File: src/rtl/maze_solver_param_if.sv
// Host/RAM bundle for the parametrised DFS maze solver.
// master : sequencer + maze RAM side (drives start/goal/run and mem_rdata)
// slave  : solver side (drives RAM strobes, status and replay outputs)
// path_len is log2(STK_DEPTH)+1 bits so a completely full stack is representable.
interface maze_solver_param_if #(
  parameter int ROW_W     = 4,
  parameter int COL_W     = 4,
  parameter int STK_DEPTH = 256
);
  localparam int PL_W = $clog2(STK_DEPTH) + 1;

  logic                   start;
  logic [ROW_W-1:0]       start_row;
  logic [COL_W-1:0]       start_col;
  logic [ROW_W-1:0]       goal_row;
  logic [COL_W-1:0]       goal_col;
  logic                   run;
  logic [ROW_W+COL_W-1:0] mem_addr;
  logic                   mem_rd;
  logic                   mem_wr;
  logic                   mem_wdata;
  logic                   mem_rdata;
  logic                   busy;
  logic                   done;
  logic                   fail;
  logic                   overflow;
  logic [PL_W-1:0]        path_len;
  logic                   move;
  logic [1:0]             move_dir;

  modport master (
    output start, start_row, start_col, goal_row, goal_col, run, mem_rdata,
    input  mem_addr, mem_rd, mem_wr, mem_wdata, busy, done, fail, overflow,
           path_len, move, move_dir
  );

  modport slave (
    input  start, start_row, start_col, goal_row, goal_col, run, mem_rdata,
    output mem_addr, mem_rd, mem_wr, mem_wdata, busy, done, fail, overflow,
           path_len, move, move_dir
  );
endinterface

File: src/rtl/maze_solver_param.sv
// Parametrised depth-first maze solver with path replay.
// Ports:
//   clk, rst : clock and synchronous active-high reset
//   bus      : maze_solver_param_if.slave -- start/goal/run from the sequencer,
//              1-bit-per-cell RAM access (0 free, 1 wall/visited, read latency 1),
//              busy/done/fail/overflow status, path_len (= stack occupancy),
//              move/move_dir replay stream (0=N 1=E 2=S 3=W).
//
// state  | meaning
// IDLE   | waiting for start after reset
// MARK   | writing the visited mark at the current cell
// CHKG   | comparing current cell against the goal
// PROBE  | choosing the next direction to try / issuing the neighbour read
// RDW    | neighbour read in flight
// EVAL   | neighbour data valid: advance, skip, or overflow
// BACK   | popping the stack and stepping back
// DONE   | goal reached, path held on the stack
// FAIL   | no path or stack overflow
// REPLAY | streaming the stacked directions out as move pulses
module maze_solver_param #(
  parameter int ROW_W     = 4,
  parameter int COL_W     = 4,
  parameter int STK_DEPTH = 256
) (
  input logic                clk,
  input logic                rst,
  maze_solver_param_if.slave bus
);
  localparam int AW = $clog2(STK_DEPTH);
  localparam int PW = AW + 1;
  localparam int MW = ROW_W + COL_W;

  typedef enum logic [3:0] {
    S_IDLE, S_MARK, S_CHKG, S_PROBE, S_RDW, S_EVAL, S_BACK, S_DONE, S_FAIL, S_REPLAY
  } state_t;

  state_t           state;
  logic [ROW_W-1:0] cur_row, goal_row_q, nb_row, bk_row;
  logic [COL_W-1:0] cur_col, goal_col_q, nb_col, bk_col;
  logic [2:0]       dir;
  logic [PW-1:0]    sp, sp_m1;
  logic [AW-1:0]    rp;
  logic [1:0]       stk [STK_DEPTH];
  logic [1:0]       top_dir;
  logic             off_grid, stk_full;

  logic [MW-1:0]    mem_addr_q;
  logic             mem_rd_q, mem_wr_q;
  logic             busy_q, done_q, fail_q, ovf_q, move_q;
  logic [1:0]       move_dir_q;

  assign sp_m1    = sp - PW'(1);
  assign top_dir  = stk[sp_m1[AW-1:0]];
  assign stk_full = (sp == PW'(STK_DEPTH));

  // Neighbour in the direction under test; edge cells are flagged so no
  // wrapped address ever reaches the RAM.
  always_comb begin
    nb_row   = cur_row;
    nb_col   = cur_col;
    off_grid = 1'b0;
    case (dir[1:0])
      2'd0: begin
        off_grid = (cur_row == '0);
        nb_row   = cur_row - ROW_W'(1);
      end
      2'd1: begin
        off_grid = (cur_col == '1);
        nb_col   = cur_col + COL_W'(1);
      end
      2'd2: begin
        off_grid = (cur_row == '1);
        nb_row   = cur_row + ROW_W'(1);
      end
      default: begin
        off_grid = (cur_col == '0);
        nb_col   = cur_col - COL_W'(1);
      end
    endcase
  end

  // Cell we came from: step opposite to the direction on top of the stack.
  always_comb begin
    bk_row = cur_row;
    bk_col = cur_col;
    case (top_dir)
      2'd0:    bk_row = cur_row + ROW_W'(1);
      2'd1:    bk_col = cur_col - COL_W'(1);
      2'd2:    bk_row = cur_row - ROW_W'(1);
      default: bk_col = cur_col + COL_W'(1);
    endcase
  end

  always_ff @(posedge clk) begin
    if (rst) begin
      state      <= S_IDLE;
      cur_row    <= '0;
      cur_col    <= '0;
      goal_row_q <= '0;
      goal_col_q <= '0;
      dir        <= '0;
      sp         <= '0;
      rp         <= '0;
      mem_addr_q <= '0;
      mem_rd_q   <= 1'b0;
      mem_wr_q   <= 1'b0;
      busy_q     <= 1'b0;
      done_q     <= 1'b0;
      fail_q     <= 1'b0;
      ovf_q      <= 1'b0;
      move_q     <= 1'b0;
      move_dir_q <= '0;
    end else begin
      mem_rd_q <= 1'b0;
      mem_wr_q <= 1'b0;
      move_q   <= 1'b0;
      case (state)
        S_IDLE, S_DONE, S_FAIL: begin
          if (bus.start) begin
            goal_row_q <= bus.goal_row;
            goal_col_q <= bus.goal_col;
            cur_row    <= bus.start_row;
            cur_col    <= bus.start_col;
            dir        <= '0;
            sp         <= '0;
            done_q     <= 1'b0;
            fail_q     <= 1'b0;
            ovf_q      <= 1'b0;
            busy_q     <= 1'b1;
            // strobe is registered so it is visible during MARK itself
            mem_wr_q   <= 1'b1;
            mem_addr_q <= {bus.start_row, bus.start_col};
            state      <= S_MARK;
          end else if (state == S_DONE && bus.run && sp != '0) begin
            rp     <= '0;
            busy_q <= 1'b1;
            state  <= S_REPLAY;
          end
        end
        S_MARK: state <= S_CHKG;
        S_CHKG: begin
          if (cur_row == goal_row_q && cur_col == goal_col_q) begin
            done_q <= 1'b1;
            busy_q <= 1'b0;
            state  <= S_DONE;
          end else begin
            state <= S_PROBE;
          end
        end
        S_PROBE: begin
          if (dir[2]) begin
            state <= S_BACK;
          end else if (off_grid) begin
            dir <= dir + 3'd1;
          end else begin
            mem_rd_q   <= 1'b1;
            mem_addr_q <= {nb_row, nb_col};
            state      <= S_RDW;
          end
        end
        S_RDW: state <= S_EVAL;
        S_EVAL: begin
          if (bus.mem_rdata) begin
            dir   <= dir + 3'd1;
            state <= S_PROBE;
          end else if (stk_full) begin
            fail_q <= 1'b1;
            ovf_q  <= 1'b1;
            busy_q <= 1'b0;
            state  <= S_FAIL;
          end else begin
            stk[sp[AW-1:0]] <= dir[1:0];
            sp         <= sp + PW'(1);
            cur_row    <= nb_row;
            cur_col    <= nb_col;
            dir        <= '0;
            mem_wr_q   <= 1'b1;
            mem_addr_q <= {nb_row, nb_col};
            state      <= S_MARK;
          end
        end
        S_BACK: begin
          if (sp == '0) begin
            fail_q <= 1'b1;
            busy_q <= 1'b0;
            state  <= S_FAIL;
          end else begin
            sp      <= sp_m1;
            cur_row <= bk_row;
            cur_col <= bk_col;
            dir     <= {1'b0, top_dir} + 3'd1;
            state   <= S_PROBE;
          end
        end
        S_REPLAY: begin
          move_q     <= 1'b1;
          move_dir_q <= stk[rp];
          rp         <= rp + AW'(1);
          if ({1'b0, rp} == sp_m1) begin
            busy_q <= 1'b0;
            state  <= S_DONE;
          end
        end
        default: state <= S_IDLE;
      endcase
    end
  end

  assign bus.mem_addr  = mem_addr_q;
  assign bus.mem_rd    = mem_rd_q;
  assign bus.mem_wr    = mem_wr_q;
  assign bus.mem_wdata = 1'b1;
  assign bus.busy      = busy_q;
  assign bus.done      = done_q;
  assign bus.fail      = fail_q;
  assign bus.overflow  = ovf_q;
  assign bus.path_len  = sp;
  assign bus.move      = move_q;
  assign bus.move_dir  = move_dir_q;
endmodule

File: src/flat_wrapper.sv
// flat-port wrapper written by rule: the top's interface ports become plain ports
module maze_solver_param_flat 
#(
  parameter int ROW_W     = 4,
  parameter int COL_W     = 4,
  parameter int STK_DEPTH = 256
)
  (clk, rst, bus_start, bus_start_row, bus_start_col, bus_goal_row, bus_goal_col, bus_run, bus_mem_rdata, bus_mem_addr, bus_mem_rd, bus_mem_wr, bus_mem_wdata, bus_busy, bus_done, bus_fail, bus_overflow, bus_path_len, bus_move, bus_move_dir);
  maze_solver_param_if #(.ROW_W(ROW_W), .COL_W(COL_W), .STK_DEPTH(STK_DEPTH)) bus_i ();
  input logic clk;
  input logic rst;
  input wire logic [$bits(bus_i.start)-1:0] bus_start;
  input wire logic [$bits(bus_i.start_row)-1:0] bus_start_row;
  input wire logic [$bits(bus_i.start_col)-1:0] bus_start_col;
  input wire logic [$bits(bus_i.goal_row)-1:0] bus_goal_row;
  input wire logic [$bits(bus_i.goal_col)-1:0] bus_goal_col;
  input wire logic [$bits(bus_i.run)-1:0] bus_run;
  input wire logic [$bits(bus_i.mem_rdata)-1:0] bus_mem_rdata;
  output wire logic [$bits(bus_i.mem_addr)-1:0] bus_mem_addr;
  output wire logic [$bits(bus_i.mem_rd)-1:0] bus_mem_rd;
  output wire logic [$bits(bus_i.mem_wr)-1:0] bus_mem_wr;
  output wire logic [$bits(bus_i.mem_wdata)-1:0] bus_mem_wdata;
  output wire logic [$bits(bus_i.busy)-1:0] bus_busy;
  output wire logic [$bits(bus_i.done)-1:0] bus_done;
  output wire logic [$bits(bus_i.fail)-1:0] bus_fail;
  output wire logic [$bits(bus_i.overflow)-1:0] bus_overflow;
  output wire logic [$bits(bus_i.path_len)-1:0] bus_path_len;
  output wire logic [$bits(bus_i.move)-1:0] bus_move;
  output wire logic [$bits(bus_i.move_dir)-1:0] bus_move_dir;
  assign bus_i.start = bus_start;
  assign bus_i.start_row = bus_start_row;
  assign bus_i.start_col = bus_start_col;
  assign bus_i.goal_row = bus_goal_row;
  assign bus_i.goal_col = bus_goal_col;
  assign bus_i.run = bus_run;
  assign bus_i.mem_rdata = bus_mem_rdata;
  assign bus_mem_addr = bus_i.mem_addr;
  assign bus_mem_rd = bus_i.mem_rd;
  assign bus_mem_wr = bus_i.mem_wr;
  assign bus_mem_wdata = bus_i.mem_wdata;
  assign bus_busy = bus_i.busy;
  assign bus_done = bus_i.done;
  assign bus_fail = bus_i.fail;
  assign bus_overflow = bus_i.overflow;
  assign bus_path_len = bus_i.path_len;
  assign bus_move = bus_i.move;
  assign bus_move_dir = bus_i.move_dir;
  maze_solver_param #(.ROW_W(ROW_W), .COL_W(COL_W), .STK_DEPTH(STK_DEPTH)) u_core (.clk(clk), .rst(rst), .bus(bus_i));
endmodule
File: config.mk
export PLATFORM = sky130hd
export DESIGN_NAME = maze_solver_param_flat
export DESIGN_NICKNAME = d
export VERILOG_FILES = /design/src/rtl/maze_solver_param_if.sv /design/src/rtl/maze_solver_param.sv /design/src/flat_wrapper.sv
export SDC_FILE = /design/constraint.sdc
export NUM_CORES = 1
export LEC_CHECK = 0
export CAP_MARGIN = 20
export CORE_MARGIN = 1.5
export CORE_UTILIZATION = 63
export CTS_CLUSTER_DIAMETER = 100
export DETAILED_ROUTE_END_ITERATION = 8
export HOLD_SLACK_MARGIN = 0.08
export PLACE_DENSITY = 0.83
export SYNTH_ARGS = -nofsm -noshare
export SYNTH_HDL_FRONTEND = slang
export SYNTH_SLANG_ARGS = --single-unit
export TNS_END_PERCENT = 20
File: constraint.sdc
create_clock -name clk -period 7 [get_ports clk]
set_clock_uncertainty 0.1 [all_clocks]
set_input_delay 2.1 -clock clk [delete_from_list [all_inputs] [get_ports clk]]
set_output_delay 2.1 -clock clk [all_outputs]
set_load 0.01 [all_outputs]
### Clock network drawn from the DEF, run 1

Scale bar: 50 µm.
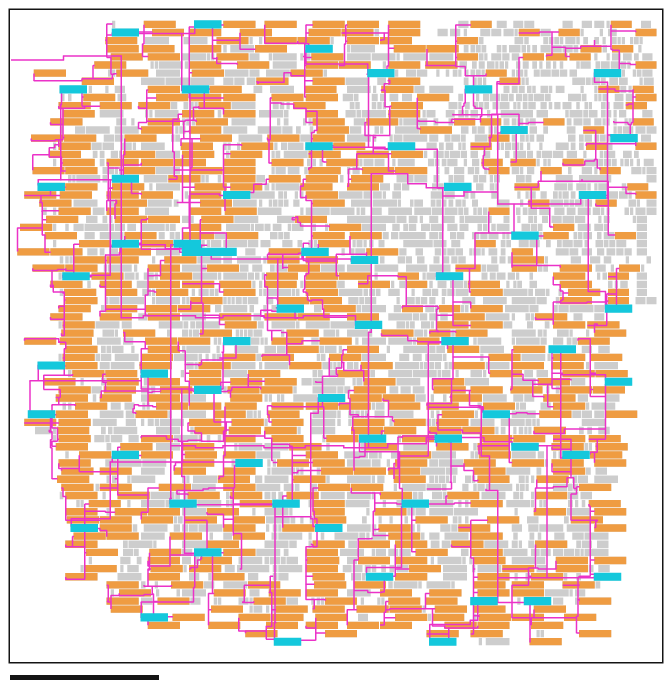
Key: cells driving clock nets = cyan [count 58]; clock wires = magenta [length 6,600 µm]; flip-flops = orange [count 569]
Position of the flops: all over the die. There are 59 routed clock nets.

### Placed standard cells, run 1

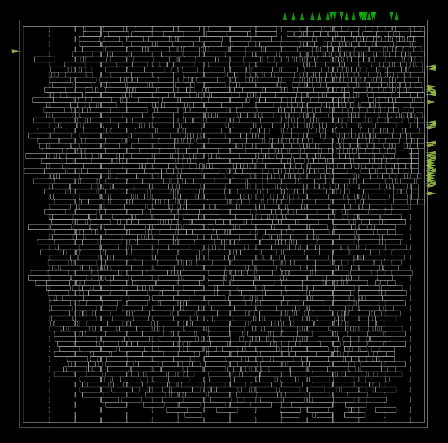
layout filler cell count: 2,904
fin cells: 2,787
flip-flops: 569

==> impl_metrics.json, run 1 <==
{
  "outcome": "finished clean",
  "stdcell_area_um2": 32000,
  "crit_chain": "inv_2, ha_4, buf_4, mux4_2, and2_1, a2111oi_0, a311o_1, o22ai_1, o32a_2, a211oi_2, mux2i_1, mux2i_1, and3_1",
  "yosysUniqueCellTypes": 82,
  "r2r-start": "u_core.bus.path_len[0]",
  "clockBufferDepth": 3,
  "worstPathMaxFanout": 51,
  "yosys.area_share.simple": 0.0944,
  "ys_cells": 2170,
  "yosys.stat.chipArea_um2": 29200,
  "ys_warn_count": 0,
  "crit_type": "reg -> reg",
  "grt_pass1_vias": 20600,
  "edf_count": 512,
  "viasPerCell": 7.45,
  "grt_max_degree": 116,
  "row_count": 78,
  "synthCells": 2170,
  "synthTopLogicFamily": "multiplexers",
  "muxShareOfSynthArea": 0.219,
  "ys_seq_share": 0.565,
  "netlist_top_cells_count": "edfxtp_1 (512), nor2_1 (326), mux4_2 (213)",
  "synth_top_cell_by_area": "edfxtp_1",
  "crit_family": "AND-OR/OR-AND gates",
  "grt_usage": 0.359,
  "htree_levels": 2,
  "synth-xor-area-share": 0.0116,
  "worst-r2r-cell-count": 13,
  "ff_type": "edfxtp_1",
  "synth_area_um2": 29200,
  "drt_first_pass_iters": 8,
  "nNetsFinal": 2177,
  "cpMostUsedCell": "mux2i_1",
  "layout_top_cells": "edfxtp_1 (512), nor2_1 (326), mux4_2 (213), nand2_1 (165), mux2i_1 (117)",
  "drive_gt1_frac": 0.193,
  "async_flop_share": 0,
  "fmax_ghz": 0.190,
  "synth_nets": 2206,
  "coreArea_um2": 45600,
  "clk_pin_slew_ps": 60,
  "setup_tns_ps": 0,
  "required_ps": 7470,
  "cts_setup_buffers": 0,
  "tool_warnings": 41,
  "diodes": 0,
  "pre_cts_ws_ps": 1870,
  "cts_tree": "built",
  "top_cell": "edfxtp_1",
  "timing.hold.ws_ps": 363,
  "start_kind": "flop",
  "wl_mm": 83.9,
  "hold_viol": 0,
  "holdBufCountCts": 0,
  "max_cap_viol_count": 0,
  "detailroute.via_count": 20800,
  "power_density_nw_per_um2": 346,
  "io_buffers": 46,
  "dieHeight_um": 218,
  "grt_antenna_before_repair": 0,
  "drtIter0Drc": 3582,
  "min_period_ps": 5260,
  "max-slew-margin-rel": 0.267,
  "ir_drop_v": 0.000331,
  "worst_path_max_delay_cell": "ha_4",
  "fin_util": 0.703,
  "ys_ff": 569,
  "min_to": "u_core.bus.move_dir[1]",
  "endpoint_kind": "flop",
  "hp-class": "reg -> reg",
  "lay_top_count": "edfxtp_1",
  "worst_slew_pin_slew_ps": 1100,
  "fp.dieW_um": 218,
  "fp_util": 0.641,
  "num_io_pins": 48,
  "overflow": 0,
  "cts_made_buffers": 58,
  "cp_slowest_stage_delay_ps": 860,
  "ant_nets": 0,
  "setup-violations-final": 0,
  "drc_errors": 0
}
### Signal wires by layer, run 1

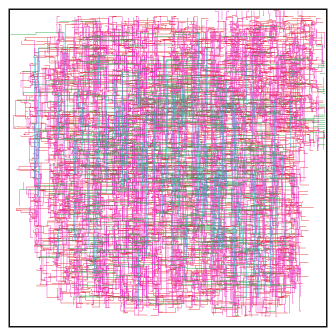
Key: met2 = magenta [wire length 38.6 mm]; met1 = red [wire length 28.3 mm]; met3 = green [wire length 11,000 µm]; met4 = cyan [wire length 6,020 µm]

-- run 1: metal layers --
layer	track usage	wire length, µm
met5	0	0
met4	0.220	6020
met3	0.101	11000
met2	0.548	38600
met1	0.457	28300
-- run 1: area by class of cell --
| cell class | instances | area [µm²] |
|---|---|---|
| clock buffer | 75 | 1590 |
| clock inverter | 31 | 256 |
| fill | 2904 | 13500 |
| inverter | 12 | 45.0 |
| multi-input combinational | 1406 | 12000 |
| sequential | 569 | 16500 |
| tap | 600 | 751 |
| timing repair buffer | 94 | 875 |
-- run 1: worst max-delay path by stage --
stage,endpoint,from,cells after the start
after floorplan,u_core.bus.mem_addr[3],u_core.dir[0],13
after global placement,u_core.cur_row[3],u_core.bus.path_len[0],13
after detailed placement,u_core.cur_row[3],u_core.bus.path_len[0],13
after CTS,u_core.cur_row[3],u_core.bus.path_len[0],13
after global routing,u_core.cur_row[3],u_core.bus.path_len[0],13
final,u_core.cur_row[3],u_core.bus.path_len[0],13
-- run 1: where the power goes --
group / total (mW) / internal (mW) / switching, mW
Clock: 3.05 / 1.73 / 1.31
Sequential: 4.37 / 4.12 / 0.253
Combinational: 3.67 / 1.42 / 2.25
Total: 11.1 / 7.27 / 3.81
-- run 1: flip-flops by register name, indices dropped and copies added, names as in the netlist --
signal               count
u_core.bus.busy          1
u_core.bus.done          1
u_core.bus.fail          1
u_core.bus.mem_addr      8
u_core.bus.mem_rd        1
u_core.bus.mem_wr        1
u_core.bus.move          1
u_core.bus.move_dir      2
u_core.bus.overflow      1
u_core.bus.path_len      9
u_core.cur_col           4
u_core.cur_row           4
u_core.dir               3
u_core.goal_col_q        4
u_core.goal_row_q        4
u_core.rp                8
u_core.state             4
u_core.stk             512
### Ports around the boundary, run 1

Pins as bars across the die edge, other pins in grey.
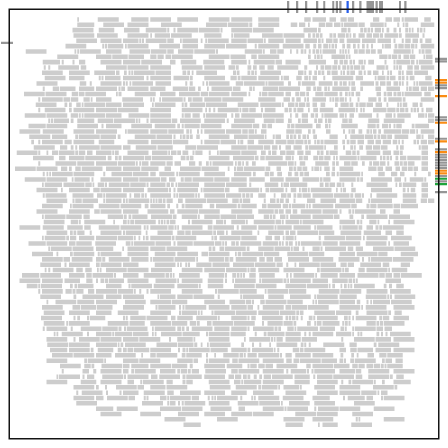

==> inputs of run 2 (changes only) <==
- CORE_UTILIZATION: 63 -> 57
- PLACE_DENSITY: 0.83 -> 0.8
- clock period: 7 -> 4.7 ns (I/O delays scaled with it)
### Ports around the boundary, run 2

Pins as bars across the die edge, other pins in grey.
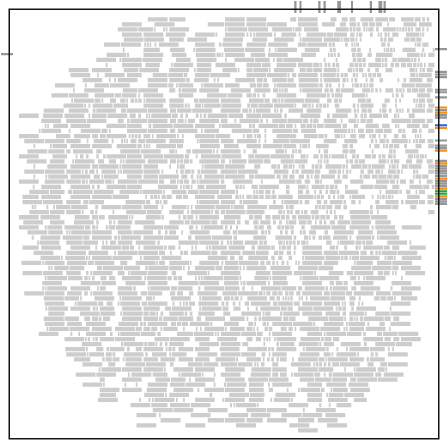
Key: bus_mem_addr = orange [pins 8, direction output, edge right]; bus_move_dir = green [pins 2, direction output, edge right]; bus_start = blue [pins 1, direction input, edge right]

==> run 2 against run 1 <==
Net effect: the flow now finishes with violations (slew limit); largest power group unchanged; register-to-register slack worse by 1500 ps; non-clock buffer count is 37 higher; synthesized area stayed put; wire length hardly changed; clock-buffer cell count is 6 lower.
==> impl_metrics.json, run 2 <==
{
  "synth_top_cell_by_area": "edfxtp_1",
  "slew_violations": 95,
  "wl_mm": 83.9,
  "setup_tns_ps": 0,
  "synthCells": 2170,
  "io_buffers": 46,
  "coreArea_um2": 50400,
  "lay_top_count": "edfxtp_1",
  "fill_cells": 3509,
  "netlist_top_cells_count": "edfxtp_1 (512), nor2_1 (326), mux4_2 (213)",
  "cp-startpoint": "u_core.bus.path_len[1]",
  "cp_slowest_stage_delay_ps": 800,
  "holdBufCountCts": 0,
  "grt_pass1_vias": 20700,
  "required_ps": 5080,
  "ys_seq_share": 0.565,
  "async_flop_share": 0,
  "start_kind": "flop",
  "worst_path_max_delay_cell": "o41ai_2",
  "yosys.stat.chipArea_um2": 29200,
  "drive_gt1_frac": 0.204,
  "viasPerCell": 7.09,
  "cts_setup_buffers": 0,
  "detailroute.via_count": 20500,
  "largest_register_ffs": 512,
  "top_cell": "edfxtp_1",
  "grt_antenna_before_repair": 1,
  "worstPathMaxFanout": 13,
  "crit_type": "reg -> reg",
  "htree_levels": 2,
  "hold_viol": 0,
  "worst-r2r-cell-count": 13,
  "nNetsFinal": 2214,
  "hp-class": "reg -> reg",
  "synth_nets": 2206,
  "violations": "slew limit",
  "dieHeight_um": 229,
  "power_density_nw_per_um2": 517,
  "row_count": 82,
  "cts_made_buffers": 58,
  "outcome": "finished, violations left",
  "r2r-start": "u_core.bus.path_len[1]",
  "pre_cts_ws_ps": 361,
  "max_cap_viol_count": 0,
  "clockBufferDepth": 3,
  "ff_type": "edfxtp_1",
  "crit_path_end": "u_core.cur_col[1]",
  "min_period_ps": 4430,
  "grt_max_degree": 265,
  "setup-violations-final": 0,
  "ys_warn_count": 0,
  "endpoint_kind": "flop",
  "ant_nets": 0,
  "crit_chain": "inv_1, ha_4, xor2_4, buf_4, buf_4, mux4_2, nand2_1, a21oi_1, o41ai_2, o211ai_2, xnor2_1, a211oi_1, a211oi_1",
  "ir_drop_v": 0.000520,
  "ys_ff": 569,
  "timing.hold.ws_ps": 370,
  "crit_family": "AND-OR/OR-AND gates",
  "tool_warnings": 42
}
### Cell classes on the final placement, run 2

Fill, decap, tap and diode cells in grey.
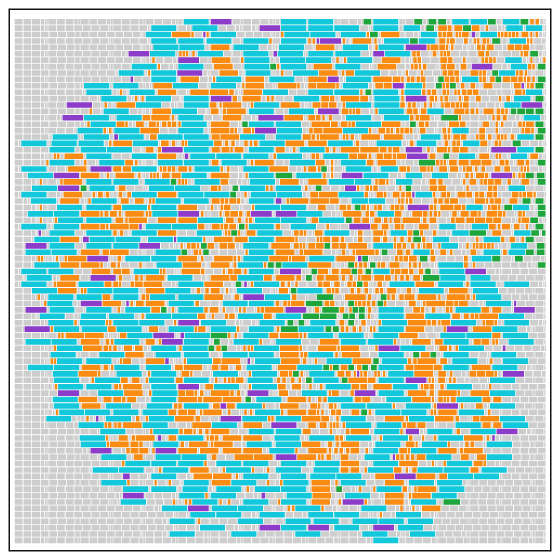
Key: clock drivers and dummy loads = purple [cells 102, share of their area 6.1%]; other buffers and delay cells = green [cells 131, share of their area 4.0%]; flip-flops = cyan [cells 569, share of their area 52%]; all other logic = orange [cells 1,418, share of their area 38%]

-- run 2: cell counts after synthesis --
Identical to the previous run, type by type.
-- run 2: cell families after synthesis --
logic type	count (synthesis)	share of synthesized area
XOR/XNOR	38	0.0116
adder cells (fa/ha/maj)	15	0.00642
flip-flops	569	0.565
other	1	0.000128
buffers and inverters	195	0.0277
AND-OR/OR-AND	347	0.0755
AND/OR/NAND/NOR	637	0.0944
multiplexers	368	0.219
-- run 2: layout make-up --
| cell class | instances | area [µm²] | share of cell area |
|---|---|---|---|
| antenna | 1 | 2.50 | 0.0000769 |
| clock buffer | 69 | 1530 | 0.0471 |
| clock inverter | 33 | 390 | 0.0120 |
| inverter | 12 | 45.0 | 0.00138 |
| multi-input combinational | 1406 | 11900 | 0.367 |
| sequential | 569 | 16500 | 0.508 |
| tap | 672 | 841 | 0.0258 |
| timing repair buffer | 131 | 1260 | 0.0386 |
-- run 2: per-layer routing --
metal	vias to the layer above	global-route usage	wire length, µm
met5	-	0	0
met2	1518	0.496	38600
met4	0	0.176	4930
met3	314	0.0880	10600
met1	10200	0.415	29800
li1	8470	-	-
-- run 2: worst min-delay path: stages, from the launching register on --
cell and delay, ps:
dfxtp_1 320, nand2_1 50, a21oi_1 50
-- run 2: power by group --
group          switching [mW]  internal (mW)
logic                    3.45           2.24
clock network            1.99           2.75
registers               0.236           6.15
total                    5.67           11.1
-- run 2: per-stage QoR --
stage / cells / cell area (µm²) / util / power, mW
after detailed placement: 2790 / 30600 / 0.608 / 12.0
final: 2893 / 32500 / 0.646 / 16.8
after global placement: 2789 / 30600 / 0.608 / 11.9
after CTS: 2892 / 32500 / 0.646 / 16.7
after floorplan: 2170 / 29200 / - / 10.2
after global routing: 2892 / 32500 / 0.646 / 17.3
Power is estimated from default activity; no workload was simulated.
